File: config.mk
export PLATFORM = sky130hd
export DESIGN_NAME = serial_frame_rx_flat
export DESIGN_NICKNAME = d
export VERILOG_FILES = /design/src/rtl/serial_frame_rx_pkg.sv /design/src/rtl/serial_frame_rx_if.sv /design/src/rtl/serial_frame_out_buf.sv /design/src/rtl/serial_frame_rx.sv /design/src/flat_wrapper.sv
export SDC_FILE = /design/constraint.sdc
export NUM_CORES = 1
export LEC_CHECK = 0
export CAP_MARGIN = 20
export CORE_MARGIN = 4
export CORE_UTILIZATION = 40
export DETAILED_ROUTE_END_ITERATION = 10
export GPL_TIMING_DRIVEN = 0
export PLACE_DENSITY = 0.7
export RECOVER_POWER = 100
export SYNTH_ARGS = -nofsm -noshare
export SYNTH_HDL_FRONTEND = slang
export SYNTH_HIERARCHICAL = 1
export SYNTH_SLANG_ARGS = --single-unit
export TNS_END_PERCENT = 1
File: constraint.sdc
create_clock -name clk -period 3.45 [get_ports clk]
set_clock_uncertainty 0.05 [all_clocks]
set_input_delay 0.8625 -clock clk [delete_from_list [all_inputs] [get_ports clk]]
set_output_delay 0.8625 -clock clk [all_outputs]
set_load 0.01 [all_outputs]
File: src/rtl/serial_frame_rx_pkg.sv
// ---------------------------------------------------------------------------
// serial_frame_rx_pkg
// Shared types and line-level constants for the serial frame receiver.
//   state_t    : receiver FSM states (IDLE, DATA, PARITY, STOP)
//   START_BIT  : level that opens a frame when the line is idle
//   STOP_BIT   : level a well-formed frame ends with
//   IDLE_LEVEL : level the line rests at between frames
// ---------------------------------------------------------------------------
package serial_frame_rx_pkg;

  typedef enum logic [1:0] {
    IDLE   = 2'd0,
    DATA   = 2'd1,
    PARITY = 2'd2,
    STOP   = 2'd3
  } state_t;

  localparam logic START_BIT  = 1'b1;
  localparam logic STOP_BIT   = 1'b0;
  localparam logic IDLE_LEVEL = 1'b0;

endpackage : serial_frame_rx_pkg

File: src/rtl/serial_frame_rx_if.sv
// ---------------------------------------------------------------------------
// serial_frame_rx_if
// Parallel valid/ready output bundle of the serial frame receiver.
//   out_ready  : consumer accepts out_data this cycle
//   out_data   : received word, MSB = first data bit on the line
//   out_valid  : out_data and the error flags are valid
//   parity_err : held word failed even parity (qualified by out_valid)
//   frame_err  : held word's stop bit was 1 (qualified by out_valid)
//   overrun    : one-cycle pulse, a completed frame was dropped
// Modports: master = receiver side, slave = consumer side.
// ---------------------------------------------------------------------------
interface serial_frame_rx_if #(
  parameter int DATA_W = 8
);

  logic              out_ready;
  logic [DATA_W-1:0] out_data;
  logic              out_valid;
  logic              parity_err;
  logic              frame_err;
  logic              overrun;

  modport master (
    input  out_ready,
    output out_data, out_valid, parity_err, frame_err, overrun
  );

  modport slave (
    output out_ready,
    input  out_data, out_valid, parity_err, frame_err, overrun
  );

endinterface : serial_frame_rx_if

File: src/rtl/serial_frame_out_buf.sv
// ---------------------------------------------------------------------------
// serial_frame_out_buf
// One-entry valid/ready holding register for a received word and its error
// flags. A completion that finds the entry occupied and not being drained is
// dropped and reported with a one-cycle overrun pulse.
//   clk, reset : clock, asynchronous active-high reset
//   i_load     : a frame completes this cycle
//   i_data     : completed word
//   i_perr     : completed word's parity error
//   i_ferr     : completed word's framing error
//   i_ready    : consumer accepts the held word this cycle
//   o_data     : held word
//   o_valid    : held word is valid
//   o_perr     : held word's parity error
//   o_ferr     : held word's framing error
//   o_overrun  : one-cycle drop pulse
// ---------------------------------------------------------------------------
module serial_frame_out_buf #(
  parameter int DATA_W = 8
) (
  input  logic              clk,
  input  logic              reset,
  input  logic              i_load,
  input  logic [DATA_W-1:0] i_data,
  input  logic              i_perr,
  input  logic              i_ferr,
  input  logic              i_ready,
  output logic [DATA_W-1:0] o_data,
  output logic              o_valid,
  output logic              o_perr,
  output logic              o_ferr,
  output logic              o_overrun
);

  logic [DATA_W-1:0] r_data;
  logic              r_valid;
  logic              r_perr;
  logic              r_ferr;
  logic              r_overrun;

  // The entry can take a new word when it is empty or being drained now.
  logic w_free;
  assign w_free = !r_valid || i_ready;

  always_ff @(posedge clk or posedge reset) begin
    if (reset) begin
      r_data    <= '0;
      r_valid   <= 1'b0;
      r_perr    <= 1'b0;
      r_ferr    <= 1'b0;
      r_overrun <= 1'b0;
    end else begin
      r_overrun <= 1'b0;
      if (i_load) begin
        if (w_free) begin
          // Covers the simultaneous drain+load case: valid simply stays high.
          r_data  <= i_data;
          r_perr  <= i_perr;
          r_ferr  <= i_ferr;
          r_valid <= 1'b1;
        end else begin
          r_overrun <= 1'b1;
        end
      end else if (r_valid && i_ready) begin
        r_valid <= 1'b0;
      end
    end
  end

  assign o_data    = r_data;
  assign o_valid   = r_valid;
  assign o_perr    = r_perr;
  assign o_ferr    = r_ferr;
  assign o_overrun = r_overrun;

endmodule : serial_frame_out_buf

File: src/rtl/serial_frame_rx.sv
// ---------------------------------------------------------------------------
// serial_frame_rx
// Receives framed words from a one-bit-per-clock serial line:
//   start bit (1), DATA_W data bits MSB-first, optional even-parity bit,
//   stop bit (0). The line idles low.
// Each completed frame (errored or not) is offered on a one-entry valid/ready
// output with parity/framing flags; a frame that finds the entry full is
// dropped and flagged with an overrun pulse.
//   clk    : rising-edge clock, Din sampled every edge
//   reset  : asynchronous active-high reset
//   Din    : serial bit stream
//   out_if : valid/ready output bundle (master side)
// Parameters: DATA_W (2..32), PARITY_EN (1 = parity bit present).
// ---------------------------------------------------------------------------
module serial_frame_rx
  import serial_frame_rx_pkg::*;
#(
  parameter int DATA_W    = 8,
  parameter bit PARITY_EN = 1'b1
) (
  input  logic                clk,
  input  logic                reset,
  input  logic                Din,
  serial_frame_rx_if.master   out_if
);

  localparam int              CNT_W    = (DATA_W > 1) ? $clog2(DATA_W) : 1;
  localparam logic [CNT_W-1:0] CNT_LAST = CNT_W'(DATA_W - 1);

  state_t            r_state;
  logic [CNT_W-1:0]  r_cnt;
  logic [DATA_W-1:0] r_shreg;
  logic              r_perr;

  // Completion happens on the edge that samples the stop bit; the buffer
  // registers the word on that same edge.
  logic w_complete;
  logic w_ferr;
  logic w_perr;
  assign w_complete = (r_state == STOP);
  assign w_ferr     = (Din != STOP_BIT);
  assign w_perr     = PARITY_EN ? r_perr : 1'b0;

  always_ff @(posedge clk or posedge reset) begin
    if (reset) begin
      r_state <= IDLE;
      r_cnt   <= '0;
      r_shreg <= {DATA_W{IDLE_LEVEL}};
      r_perr  <= 1'b0;
    end else begin
      // NOTE: non-blocking assignments, so every register in this block sees
      // the pre-edge value of every other one regardless of statement order.
      case (r_state)
        IDLE: begin
          if (Din == START_BIT) begin
            r_state <= DATA;
            r_cnt   <= '0;
          end
        end

        DATA: begin
          r_shreg <= {r_shreg[DATA_W-2:0], Din};
          // Counter holds at its terminal value instead of wrapping.
          if (r_cnt == CNT_LAST) begin
            if (PARITY_EN) r_state <= PARITY;
            else           r_state <= STOP;
          end else begin
            r_cnt <= r_cnt + CNT_W'(1);
          end
        end

        PARITY: begin
          // Even parity: data bits plus parity bit must XOR to zero.
          r_perr  <= ^{r_shreg, Din};
          r_state <= STOP;
        end

        STOP: begin
          // A high stop bit is a framing error, never a new start bit.
          r_state <= IDLE;
        end

        default: r_state <= IDLE;
      endcase
    end
  end

  serial_frame_out_buf #(
    .DATA_W (DATA_W)
  ) u_out_buf (
    .clk       (clk),
    .reset     (reset),
    .i_load    (w_complete),
    .i_data    (r_shreg),
    .i_perr    (w_perr),
    .i_ferr    (w_ferr),
    .i_ready   (out_if.out_ready),
    .o_data    (out_if.out_data),
    .o_valid   (out_if.out_valid),
    .o_perr    (out_if.parity_err),
    .o_ferr    (out_if.frame_err),
    .o_overrun (out_if.overrun)
  );

endmodule : serial_frame_rx

File: src/flat_wrapper.sv
// flat-port wrapper written by rule: the top's interface ports become plain ports
module serial_frame_rx_flat import serial_frame_rx_pkg::*;
#(
  parameter int DATA_W    = 8,
  parameter bit PARITY_EN = 1'b1
)
  (clk, reset, Din, out_if_out_ready, out_if_out_data, out_if_out_valid, out_if_parity_err, out_if_frame_err, out_if_overrun);
  serial_frame_rx_if #(.DATA_W(DATA_W)) out_if_i ();
  input  logic clk;
  input  logic reset;
  input  logic Din;
  input wire logic [$bits(out_if_i.out_ready)-1:0] out_if_out_ready;
  output wire logic [$bits(out_if_i.out_data)-1:0] out_if_out_data;
  output wire logic [$bits(out_if_i.out_valid)-1:0] out_if_out_valid;
  output wire logic [$bits(out_if_i.parity_err)-1:0] out_if_parity_err;
  output wire logic [$bits(out_if_i.frame_err)-1:0] out_if_frame_err;
  output wire logic [$bits(out_if_i.overrun)-1:0] out_if_overrun;
  assign out_if_i.out_ready = out_if_out_ready;
  assign out_if_out_data = out_if_i.out_data;
  assign out_if_out_valid = out_if_i.out_valid;
  assign out_if_parity_err = out_if_i.parity_err;
  assign out_if_frame_err = out_if_i.frame_err;
  assign out_if_overrun = out_if_i.overrun;
  serial_frame_rx #(.DATA_W(DATA_W), .PARITY_EN(PARITY_EN)) u_core (.clk(clk), .reset(reset), .Din(Din), .out_if(out_if_i));
endmodule
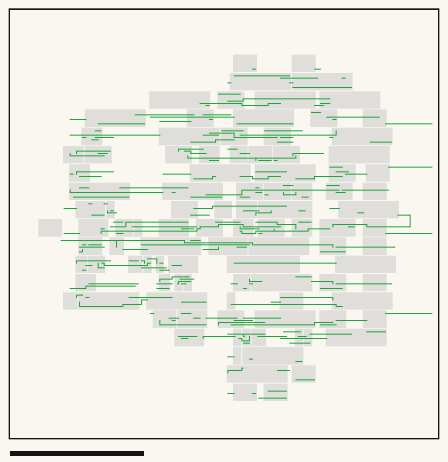
(met1 routing)
Scale bar: 20 um. Cells faint in the background.
The longest straight run is 18.4 um. The wires run mostly horizontal.
Via Count: 679
GRT met1 Usage: 0.130

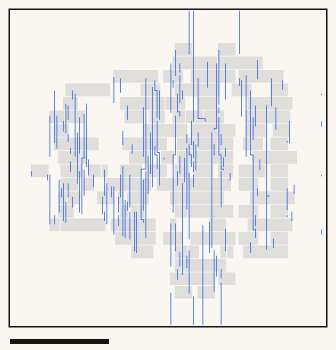
(M2 wires)
Scale bar: 20 um. Cells faint in the background.
The layer carries 890 um of wire. The layer holds 49% of the routed length.
routed wire length: 1.83 mm
met2 usage: 0.172

==> GITHUB_STEP_SUMMARY <==
## PnR job results

| Metric | Value |
|---|---|
| # port buffers | `15` |
| Slowest cell on crit path | `dlygate4sd3_1` |
| Post-Synthesis Cells | `~85` |
| Critical path peak fanout | `2` |
| Reg power frac | `0.377` |
| Crit-path max cell delay | `about 0.61 ns` |
| Min Clock Period, post-route | `roughly 2.2 ns` |
| R2R Setup Slk | `1.67 ns` |
| Init Core Util | `0.435` |
| Clk sinks | `26` |
| CP cell instances | `dlygate4sd3_1` |
| Syn Area/Cell | `around 15 um^2` |
| CTS Buffer Depth | `2` |
| Clk pwr share | `0.137` |
| OpenROAD warnings | `29` |
| CTS tree | `yes` |
| Die width | `about 64 um` |
| DR DRC count | `0` |
| Dpl hpwl | `between 1 and 1.5 mm` |
| Required time worst endpoint | `around 2.5 ns` |
| Vias per cell | `5.03` |
| Final non-filler cell total | `between 100 and 150` |
| Pin count of the biggest net entering global routing | `16` |
| Outcome | `complete, no violations` |
| DIE HEIGHT | `~64 um` |
| Setup_tns | `0 ns` |
| Worst-margin pin slew | `0.536 ns` |
| Crit start category | `flop` |
| Postcts setup bufs | `0` |
| Gate Area | `514 um^2` |
| H-tree depth | `1` |
| Unique masters post-synth | `22` |
| Yosys Instances | `between 80 and 90` |
| Vias in the first global route | `704` |
| Slew headroom | `0.643` |
| DRT Pass-1 Iters | `2` |
| Hold Path Class | `flop to flop` |
| RD Place Congestion | `between 0.7 and 0.8` |
| CTS Buf Count | `3` |
| Nets at Floorplan | `95` |
| CP delay by family, top | `buffers and inverters` |
| Total track usage | `0.104` |
| Clk latency late pin | `just over 0.3 ns` |
| Fin nets | `approximately 120` |
| Finish-stage setup viols | `0` |
| MaxCap Viol Count | `0` |
| WL/cell | `between 10 and 15 um` |
| Post-Place Cells | `roughly 130` |
| Yosys stat chip area | `around 0.0012 mm^2` |
| Most instantiated logic cells after routing | `26 x dfrtp_1, 15 x dlygate4sd3_1, 10 x mux2_1` |
cell usage after synthesis:
cell      instances  area [um^2]
mux2_4           11          165
mux2_2            9          101
o21bai_1          1         7.51
ha_1              6         75.1
nand2_4           1         11.3
o32a_1            1         10.0
nand2_1           2         7.51
o21ai_0           1         5.00
nor2_1            3         11.3
nor2b_1           3         18.8
a22oi_1           1         7.51
o21ai_1           1         5.00
xnor2_2           1         16.3
mux2i_1           1         10.0
dfrtp_1          26          651
xnor2_1           4         35.0
a22o_1            4         35.0
nand2b_4          1         13.8
buf_2             1         5.00
inv_1             5         18.8
xor2_1            1         8.76
xnor3_1           1         22.5
metal layers:
layer | share of wire | up-vias | GRT usage | wire, um
met5 | 0 | - | 0 | 0
met2 | 0.49 | 9 | 0.172 | 890
met1 | 0.47 | 334 | 0.130 | 870
met3 | 0.031 | 2 | 0.0213 | 56
li1 | - | 334 | - | -
met4 | 0.0093 | 0 | 0.0485 | 17
per-stage QoR:
step	setup WS, ns	utilization	hold slack (ns)	power (mW)
2_1_floorplan	1.66	-	0.432	1.20
6_report	1.21	0.501	0.456	1.49
4_1_cts	1.25	0.520	0.480	1.65
3_5_place_dp	1.02	0.501	0.445	1.44
3_3_place_gp	1.03	0.501	0.445	1.41
5_1_grt	1.14	0.501	0.482	1.62
power groups by stage:
stage	Sequential [mW]	Clock, mW	Combinational (mW)
after floorplan	0.593	0	0.611
after global routing	0.592	0.228	0.800
after CTS	0.579	0.210	0.861
final	0.563	0.205	0.724
after global placement	0.580	0	0.834
after detailed placement	0.585	0	0.859
path summary, 6_finish.rpt:
kind                                       startpoint                          to  cells past startpoint
hold reg to reg            u_core/u_out_buf/o_data[6]  u_core/u_out_buf/o_data[6]                      1
min in group asynchronous                       reset  u_core/u_out_buf/o_data[1]                      2
max in group asynchronous                       reset           u_core/r_state[0]                      2
hold / removal             u_core/u_out_buf/o_data[6]  u_core/u_out_buf/o_data[6]                      1
setup reg to reg                    u_core/r_state[1]           u_core/r_shreg[0]                      4
setup / recovery           u_core/u_out_buf/o_data[3]          out_if_out_data[3]                      1
cells by family (layout without fill, tap and decap cells):
| kind of cell | after synthesis | count (layout) | synth area share |
|---|---|---|---|
| flops | 26 | 26 | 0.524 |
| mux | 21 | 21 | 0.223 |
| simple gates | 10 | 10 | 0.0504 |
| compound gates | 9 | 9 | 0.0564 |
| xor+xnor | 7 | 7 | 0.0665 |
| fa+ha+maj | 6 | 6 | 0.0605 |
| buf+inv | 6 | 25 | 0.0192 |
registers in the layout (all words and copies together) (netlist names):
register and count:
u_core/r_shreg 8, u_core/u_out_buf/o_data 8, u_core/r_cnt 3, u_core/r_state 2, u_core/r_perr 1, u_core/u_out_buf/o_ferr 1, u_core/u_out_buf/o_overrun 1, u_core/u_out_buf/o_perr 1
u_core/u_out_buf/o_valid 1
layout make-up:
cell class	count	area share
sequential	26	0.455
multi-input combinational	53	0.360
timing repair buffer	15	0.105
tap	31	0.0271
clock inverter	1	0.0210
clock buffer	3	0.0158
inverter	5	0.0131
buffer	1	0.00263
Power figures rest on the tool's default switching activity, not on a simulated workload.
